$ cat src/rtl/dadder_driver.sv
// dadder_driver: command-side initiator for the decimal adder/subtracter.
//
// Accepts tagged add/subtract commands on a valid/ready interface, runs one
// operation at a time through the adder (IDLE -> ISSUE -> WAIT), and returns
// each result, or a timeout error, through a first-word fall-through response
// FIFO. Every output is driven directly by a flop.
//
// Optional feature macro: DADDER_DRIVER_STATS_EN adds the stat_* counters and
// the stat_clr input.
//
// Ports:
//   clk, reset_n           clock, asynchronous active-low reset
//   cmd_vld/cmd_rdy        command handshake
//   cmd_op/carry/a/b/tag   command payload (op: 1 = add, 0 = subtract)
//   dadder_*  (out)        enable pulse and operands to the adder
//   dadder_vld/of/data     adder result
//   rsp_vld/rsp_rdy        response handshake (FIFO head)
//   rsp_data/of/err/tag    response payload
//   busy                   an operation is in flight
//   stat_* (optional)      16-bit saturating op/overflow/error counters

module dadder_driver #(
  parameter int unsigned DATA_WIDTH = 8,
  parameter int unsigned TAG_WIDTH  = 4,
  parameter int unsigned RSP_DEPTH  = 4,
  parameter int unsigned TIMEOUT    = 15
) (
  input  logic                  clk,
  input  logic                  reset_n,
  input  logic                  cmd_vld,
  output logic                  cmd_rdy,
  input  logic                  cmd_op,
  input  logic                  cmd_carry,
  input  logic [DATA_WIDTH-1:0] cmd_a,
  input  logic [DATA_WIDTH-1:0] cmd_b,
  input  logic [TAG_WIDTH-1:0]  cmd_tag,
  output logic                  dadder_en,
  output logic                  dadder_op,
  output logic                  dadder_carry_in,
  output logic [DATA_WIDTH-1:0] dadder_op_a,
  output logic [DATA_WIDTH-1:0] dadder_op_b,
  input  logic                  dadder_vld,
  input  logic                  dadder_of,
  input  logic [DATA_WIDTH-1:0] dadder_data,
  output logic                  rsp_vld,
  input  logic                  rsp_rdy,
  output logic [DATA_WIDTH-1:0] rsp_data,
  output logic                  rsp_of,
  output logic                  rsp_err,
  output logic [TAG_WIDTH-1:0]  rsp_tag,
  output logic                  busy
`ifdef DADDER_DRIVER_STATS_EN
  ,
  input  logic                  stat_clr,
  output logic [15:0]           stat_ops,
  output logic [15:0]           stat_of,
  output logic [15:0]           stat_err
`endif
);

  localparam int unsigned PtrW = (RSP_DEPTH > 1) ? $clog2(RSP_DEPTH) : 1;
  localparam int unsigned CntW = $clog2(RSP_DEPTH + 1);
  localparam logic [CntW-1:0] DepthC = CntW'(RSP_DEPTH);
  localparam logic [7:0] TmoC = 8'(TIMEOUT);

  typedef enum logic [1:0] {StIdle, StIssue, StWait} state_e;

  typedef struct packed {
    logic [DATA_WIDTH-1:0] data;
    logic                  of;
    logic                  err;
    logic [TAG_WIDTH-1:0]  tag;
  } rsp_t;

  state_e r_state, w_state_d;

  // Low for the first edge after reset release so cmd_rdy stays 0 one extra cycle.
  logic r_init;

  logic                  r_op, r_carry;
  logic [DATA_WIDTH-1:0] r_a, r_b;
  logic [TAG_WIDTH-1:0]  r_tag;
  logic [7:0]            r_tmo_cnt;

  logic r_cmd_rdy, r_en, r_busy, r_rsp_vld;
  rsp_t r_head;

  rsp_t            r_mem [RSP_DEPTH];
  logic [PtrW-1:0] r_wr_ptr, r_rd_ptr, w_rd_ptr_d;
  logic [CntW-1:0] r_count, w_count_d;

  logic w_xfer, w_tmo, w_push, w_pop;
  rsp_t w_push_entry, w_head_d;
  logic w_cmd_rdy_d, w_en_d, w_busy_d, w_rsp_vld_d;

  assign w_xfer = (r_state == StIdle) && cmd_vld && r_cmd_rdy;
  assign w_tmo  = (r_tmo_cnt == TmoC);
  assign w_push = (r_state == StWait) && (dadder_vld || w_tmo);
  assign w_pop  = r_rsp_vld && rsp_rdy;

  // A real result wins over a timeout detected in the same cycle.
  always_comb begin
    w_push_entry     = '0;
    w_push_entry.tag = r_tag;
    if (dadder_vld) begin
      w_push_entry.data = dadder_data;
      w_push_entry.of   = dadder_of;
    end else begin
      w_push_entry.err  = 1'b1;
    end
  end

  // ---------------------------------------------------------------- FSM
  always_ff @(posedge clk or negedge reset_n) begin
    if (!reset_n) begin
      r_state <= StIdle;
    end else begin
      r_state <= w_state_d;
    end
  end

  always_comb begin
    w_state_d = r_state;
    unique case (r_state)
      StIdle:  if (w_xfer) w_state_d = StIssue;
      StIssue: w_state_d = StWait;
      StWait:  if (dadder_vld || w_tmo) w_state_d = StIdle;
      default: w_state_d = StIdle;
    endcase
  end

  // Next values of the registered outputs. cmd_rdy only rises in IDLE, where
  // nothing is in flight, so any accepted op always has a free FIFO slot.
  always_comb begin
    w_cmd_rdy_d = r_init && (w_state_d == StIdle) && (w_count_d < DepthC);
    w_en_d      = (w_state_d == StIssue);
    w_busy_d    = (w_state_d != StIdle);
    w_rsp_vld_d = (w_count_d != '0);
  end

  always_ff @(posedge clk or negedge reset_n) begin
    if (!reset_n) begin
      r_init    <= 1'b0;
      r_cmd_rdy <= 1'b0;
      r_en      <= 1'b0;
      r_busy    <= 1'b0;
      r_rsp_vld <= 1'b0;
      r_head    <= '0;
    end else begin
      r_init    <= 1'b1;
      r_cmd_rdy <= w_cmd_rdy_d;
      r_en      <= w_en_d;
      r_busy    <= w_busy_d;
      r_rsp_vld <= w_rsp_vld_d;
      r_head    <= w_head_d;
    end
  end

  // Command latch; these flops also drive the adder operand ports.
  always_ff @(posedge clk or negedge reset_n) begin
    if (!reset_n) begin
      r_op    <= 1'b0;
      r_carry <= 1'b0;
      r_a     <= '0;
      r_b     <= '0;
      r_tag   <= '0;
    end else if (w_xfer) begin
      r_op    <= cmd_op;
      r_carry <= cmd_op & cmd_carry;
      r_a     <= cmd_a;
      r_b     <= cmd_b;
      r_tag   <= cmd_tag;
    end
  end

  always_ff @(posedge clk or negedge reset_n) begin
    if (!reset_n) begin
      r_tmo_cnt <= '0;
    end else if (r_state == StIssue) begin
      r_tmo_cnt <= '0;
    end else if ((r_state == StWait) && !w_push) begin
      r_tmo_cnt <= r_tmo_cnt + 8'd1;
    end
  end

  // ---------------------------------------------------------- response FIFO
  always_comb begin
    w_count_d = r_count;
    if (w_push && !w_pop) begin
      w_count_d = r_count + CntW'(1);
    end else if (!w_push && w_pop) begin
      w_count_d = r_count - CntW'(1);
    end
  end

  assign w_rd_ptr_d = w_pop ? (r_rd_ptr + PtrW'(1)) : r_rd_ptr;

  // Head after this edge: the entry being pushed becomes the head when it
  // lands in the slot the read pointer will point at (FIFO empty after pop).
  always_comb begin
    w_head_d = '0;
    if (w_count_d != '0) begin
      if (w_push && (r_wr_ptr == w_rd_ptr_d)) begin
        w_head_d = w_push_entry;
      end else begin
        w_head_d = r_mem[w_rd_ptr_d];
      end
    end
  end

  always_ff @(posedge clk or negedge reset_n) begin
    if (!reset_n) begin
      r_wr_ptr <= '0;
      r_rd_ptr <= '0;
      r_count  <= '0;
    end else begin
      if (w_push) r_wr_ptr <= r_wr_ptr + PtrW'(1);
      r_rd_ptr <= w_rd_ptr_d;
      r_count  <= w_count_d;
    end
  end

  always_ff @(posedge clk) begin
    if (w_push) r_mem[r_wr_ptr] <= w_push_entry;
  end

  assign cmd_rdy         = r_cmd_rdy;
  assign dadder_en       = r_en;
  assign dadder_op       = r_op;
  assign dadder_carry_in = r_carry;
  assign dadder_op_a     = r_a;
  assign dadder_op_b     = r_b;
  assign rsp_vld         = r_rsp_vld;
  assign rsp_data        = r_head.data;
  assign rsp_of          = r_head.of;
  assign rsp_err         = r_head.err;
  assign rsp_tag         = r_head.tag;
  assign busy            = r_busy;

`ifdef DADDER_DRIVER_STATS_EN
  logic [15:0] r_stat_ops, r_stat_of, r_stat_err;

  always_ff @(posedge clk or negedge reset_n) begin
    if (!reset_n) begin
      r_stat_ops <= '0;
      r_stat_of  <= '0;
      r_stat_err <= '0;
    end else if (stat_clr) begin
      r_stat_ops <= '0;
      r_stat_of  <= '0;
      r_stat_err <= '0;
    end else begin
      if ((r_state == StIssue) && (r_stat_ops != 16'hFFFF)) begin
        r_stat_ops <= r_stat_ops + 16'd1;
      end
      if (w_push && w_push_entry.of && (r_stat_of != 16'hFFFF)) begin
        r_stat_of <= r_stat_of + 16'd1;
      end
      if (w_push && w_push_entry.err && (r_stat_err != 16'hFFFF)) begin
        r_stat_err <= r_stat_err + 16'd1;
      end
    end
  end

  assign stat_ops = r_stat_ops;
  assign stat_of  = r_stat_of;
  assign stat_err = r_stat_err;
`endif

endmodule

$ cat config.mk
export PLATFORM = sky130hd
export DESIGN_NAME = dadder_driver
export DESIGN_NICKNAME = d
export VERILOG_FILES = /design/src/rtl/dadder_driver.sv
export SDC_FILE = /design/constraint.sdc
export NUM_CORES = 1
export LEC_CHECK = 0
export ABC_AREA = 1
export CORE_MARGIN = 3
export CORE_UTILIZATION = 35
export CTS_CLUSTER_DIAMETER = 200
export CTS_CLUSTER_SIZE = 10
export DETAILED_ROUTE_END_ITERATION = 16
export PLACE_DENSITY = 0.67
export SLEW_MARGIN = 20
export SYNTH_ARGS = -nofsm -noshare
export SYNTH_HDL_FRONTEND = slang
export SYNTH_SLANG_ARGS = --single-unit
$ cat constraint.sdc
create_clock -name clk -period 3.01 [get_ports clk]
set_input_delay 0.602 -clock clk [delete_from_list [all_inputs] [get_ports clk]]
set_output_delay 0.602 -clock clk [all_outputs]
set_load 0.02 [all_outputs]
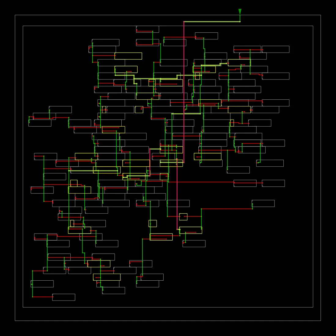
**Above:** clock wiring as the flow saved it.
total of clock buffers placed in the layout: 20
power in the clock group: 2.19 mW
count of sequential standard cells: 114
clock sink total: 114

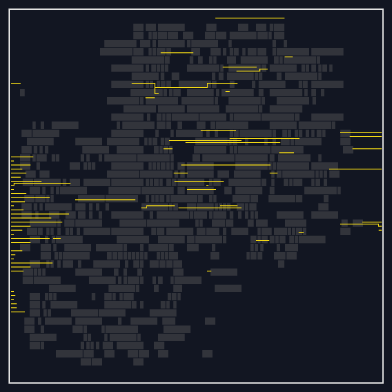
**Above:** M3 wires.
Drawn at 3 px/um.
wire length on this layer	602 um
longest straight run	31.3 um
share of all routed wire	5.7%
fraction of met3 tracks used by global routing: 4.68%
total wirelength of the detailed-routed design: 10,600 um

## worst min-delay path by stage
stage              startpoint              to  slack (ns)  depth (start not counted)
3_5_place_dp   dadder_op_b[5]  dadder_op_b[5]        0.46                          2
3_3_place_gp     r_tmo_cnt[7]    r_tmo_cnt[7]        0.46                          1
5_1_grt               reset_n  dadder_op_b[3]        0.37                          1
2_1_floorplan         reset_n            busy        0.31                          0
4_1_cts               reset_n  dadder_op_b[0]        0.33                          1
6_report              reset_n  dadder_op_b[3]        0.31                          1
## registers in the layout (all words and copies together), names as in the netlist, 3 cells and up
signal / flops
r_tmo_cnt: 8
r_count: 3
dadder_op_b: 8
r_mem: 56
r_tag: 4
rsp_data: 8
rsp_tag: 4
dadder_op_a: 8
==> run_results.csv <==
group,metric,value,unit
power_and_ir_drop,vdd_ir_max,0.480,mV
routing,number_of_optimization_iterations_in_the_first_detailed_route_pass,5,
clocking,clock_slew_at_the_register_clock_pins_of_the_worst_setup_and_hold_paths,0.05,ns
place,place_worst_setup_slack,0.358,ns
critical_path,worst-r2r-setup-slack,0.88,ns
critical_path,crit-reg2reg-capture,"r_mem[0][13]",
final_layout,postLayoutCoreUtil,47.9,%
synth,ys.warnings.count,0,
routing,route.detailed.wl_per_inst,14.3,um
routing,met3RoutedLength,602,um
power_and_ir_drop,power_top_consumer,"combinational logic",
synth,netlist_top_cells_count,"184 x nand2_1, 58 x dfrtp_1, 56 x edfxtp_1, 35 x nand3_1, 28 x inv_1",
grt,pin_count_of_the_biggest_net_entering_global_routing,40,
critical_path,path_length_in_cells_of_the_critical_path,10,
clocking,post_cts_repair_timing_setup_buffer_count,0,
sta,final_max_slew_viol_count,0,
synth,area_share_top_type,34.5,%
job,maxcap_viol_count,0,
critical_path,worst_path_dominant_cell_family,"simple AND/OR/NAND/NOR gates",
final_layout,bufAreaShareNonClock,12.5,%
synth,flop_cell,"dfrtp_1",
sta,final.setup.tns,0,ns
synth,synth-area-yosys,0.00488,mm2
power_and_ir_drop,share_seq_of_total_power,32.2,%
sta,finalSetupViolations,0,
final_layout,logic_gates,308,
place,dpl.cell_count,713,
run_status,status,"finished clean",
final_layout,postLayoutCellArea,0.00644,mm2
grt,overflow,0,
final_layout,layout.cells.most_common,"nand2_1",
synth,synth.cellmix.xorXnorShare,1.38,%
final_layout,non_clock_buffer_count,84,
clocking,cts_root_buf,"clkbuf_16",
final_layout,final-comb-area,0.00152,mm2
routing,dr_total_vias,3462,
synth,enable_flop_cells,56,
routing,post-route-drc-count,0,
place,place_hpwl,6660,um
synth,syn-mean-instance-area,10.4,um2
final_layout,num-nets-final,599,
final_layout,combAreaFraction,23.7,%
floorplan,ios,72,
final_layout,syn2layout_area_growth,31.9,%
synth,yosys-stat-cells,470,
clocking,cts_made_buffers,17,
floorplan,chip_width,124,um
sta,max_slew.worst_pin.slew,0.875,ns
grt,antenna_found_initial,0,
place,place.gp.congestion,0.742,
clocking,cts_buffer_depth,2,
synth,proportion_of_synthesized_chip_area_in_sequential_cells,64.2,%
grt,grt_use_met1,19.5,%
synth,synth.top_cells.by_area,"edfxtp_1 34%, dfrtp_1 30%, nand2_1 14%",
grt,grt_util_met2,24.3,%
final_layout,fillCellCount,1261,
job,log.warning_count,30,
grt,first_pass_grt_wire_length,17700,um
routing,top_signal_layer_used,"met4",
power_and_ir_drop,power.share.combinational,36.5,%
sta,report.final.hold_viol_count,0,
clocking,ctsHtreeMaxLevel,4,
power_and_ir_drop,pg_seq,2.25,mW
synth,syn_area,0.00488,mm2
power_and_ir_drop,power_switching,2.48,mW
final_layout,stdcell_count,745,
sta,ratio_of_final_minimum_period_to_clock_period,75.8,%
power_and_ir_drop,total_power,6.98,mW
sta,minimum_period_implied_by_the_final_worst_setup_slack,2.28,ns
synth,postSynthNetCount,513,
synth,fraction_of_the_mapped_netlist_area_in_adder_cells,1.79,%
critical_path,crit-reg2reg-launch,"r_tmo_cnt[0]",
clocking,cts_repair_resize_count,0,
routing,drt-met1-wl,4740,um
grt,grtUsageTotal,15.1,%
critical_path,cp_cell_sequence,"clkdlybuf4s50_1 -> nand2_2 -> inv_2 -> nand2_2 -> nand2_1 -> nand2_1 -> a21oi_4 -> nand2_4 -> o21ai_0 -> a21oi_1",
Power figures rest on the tool's default switching activity, not on a simulated workload.
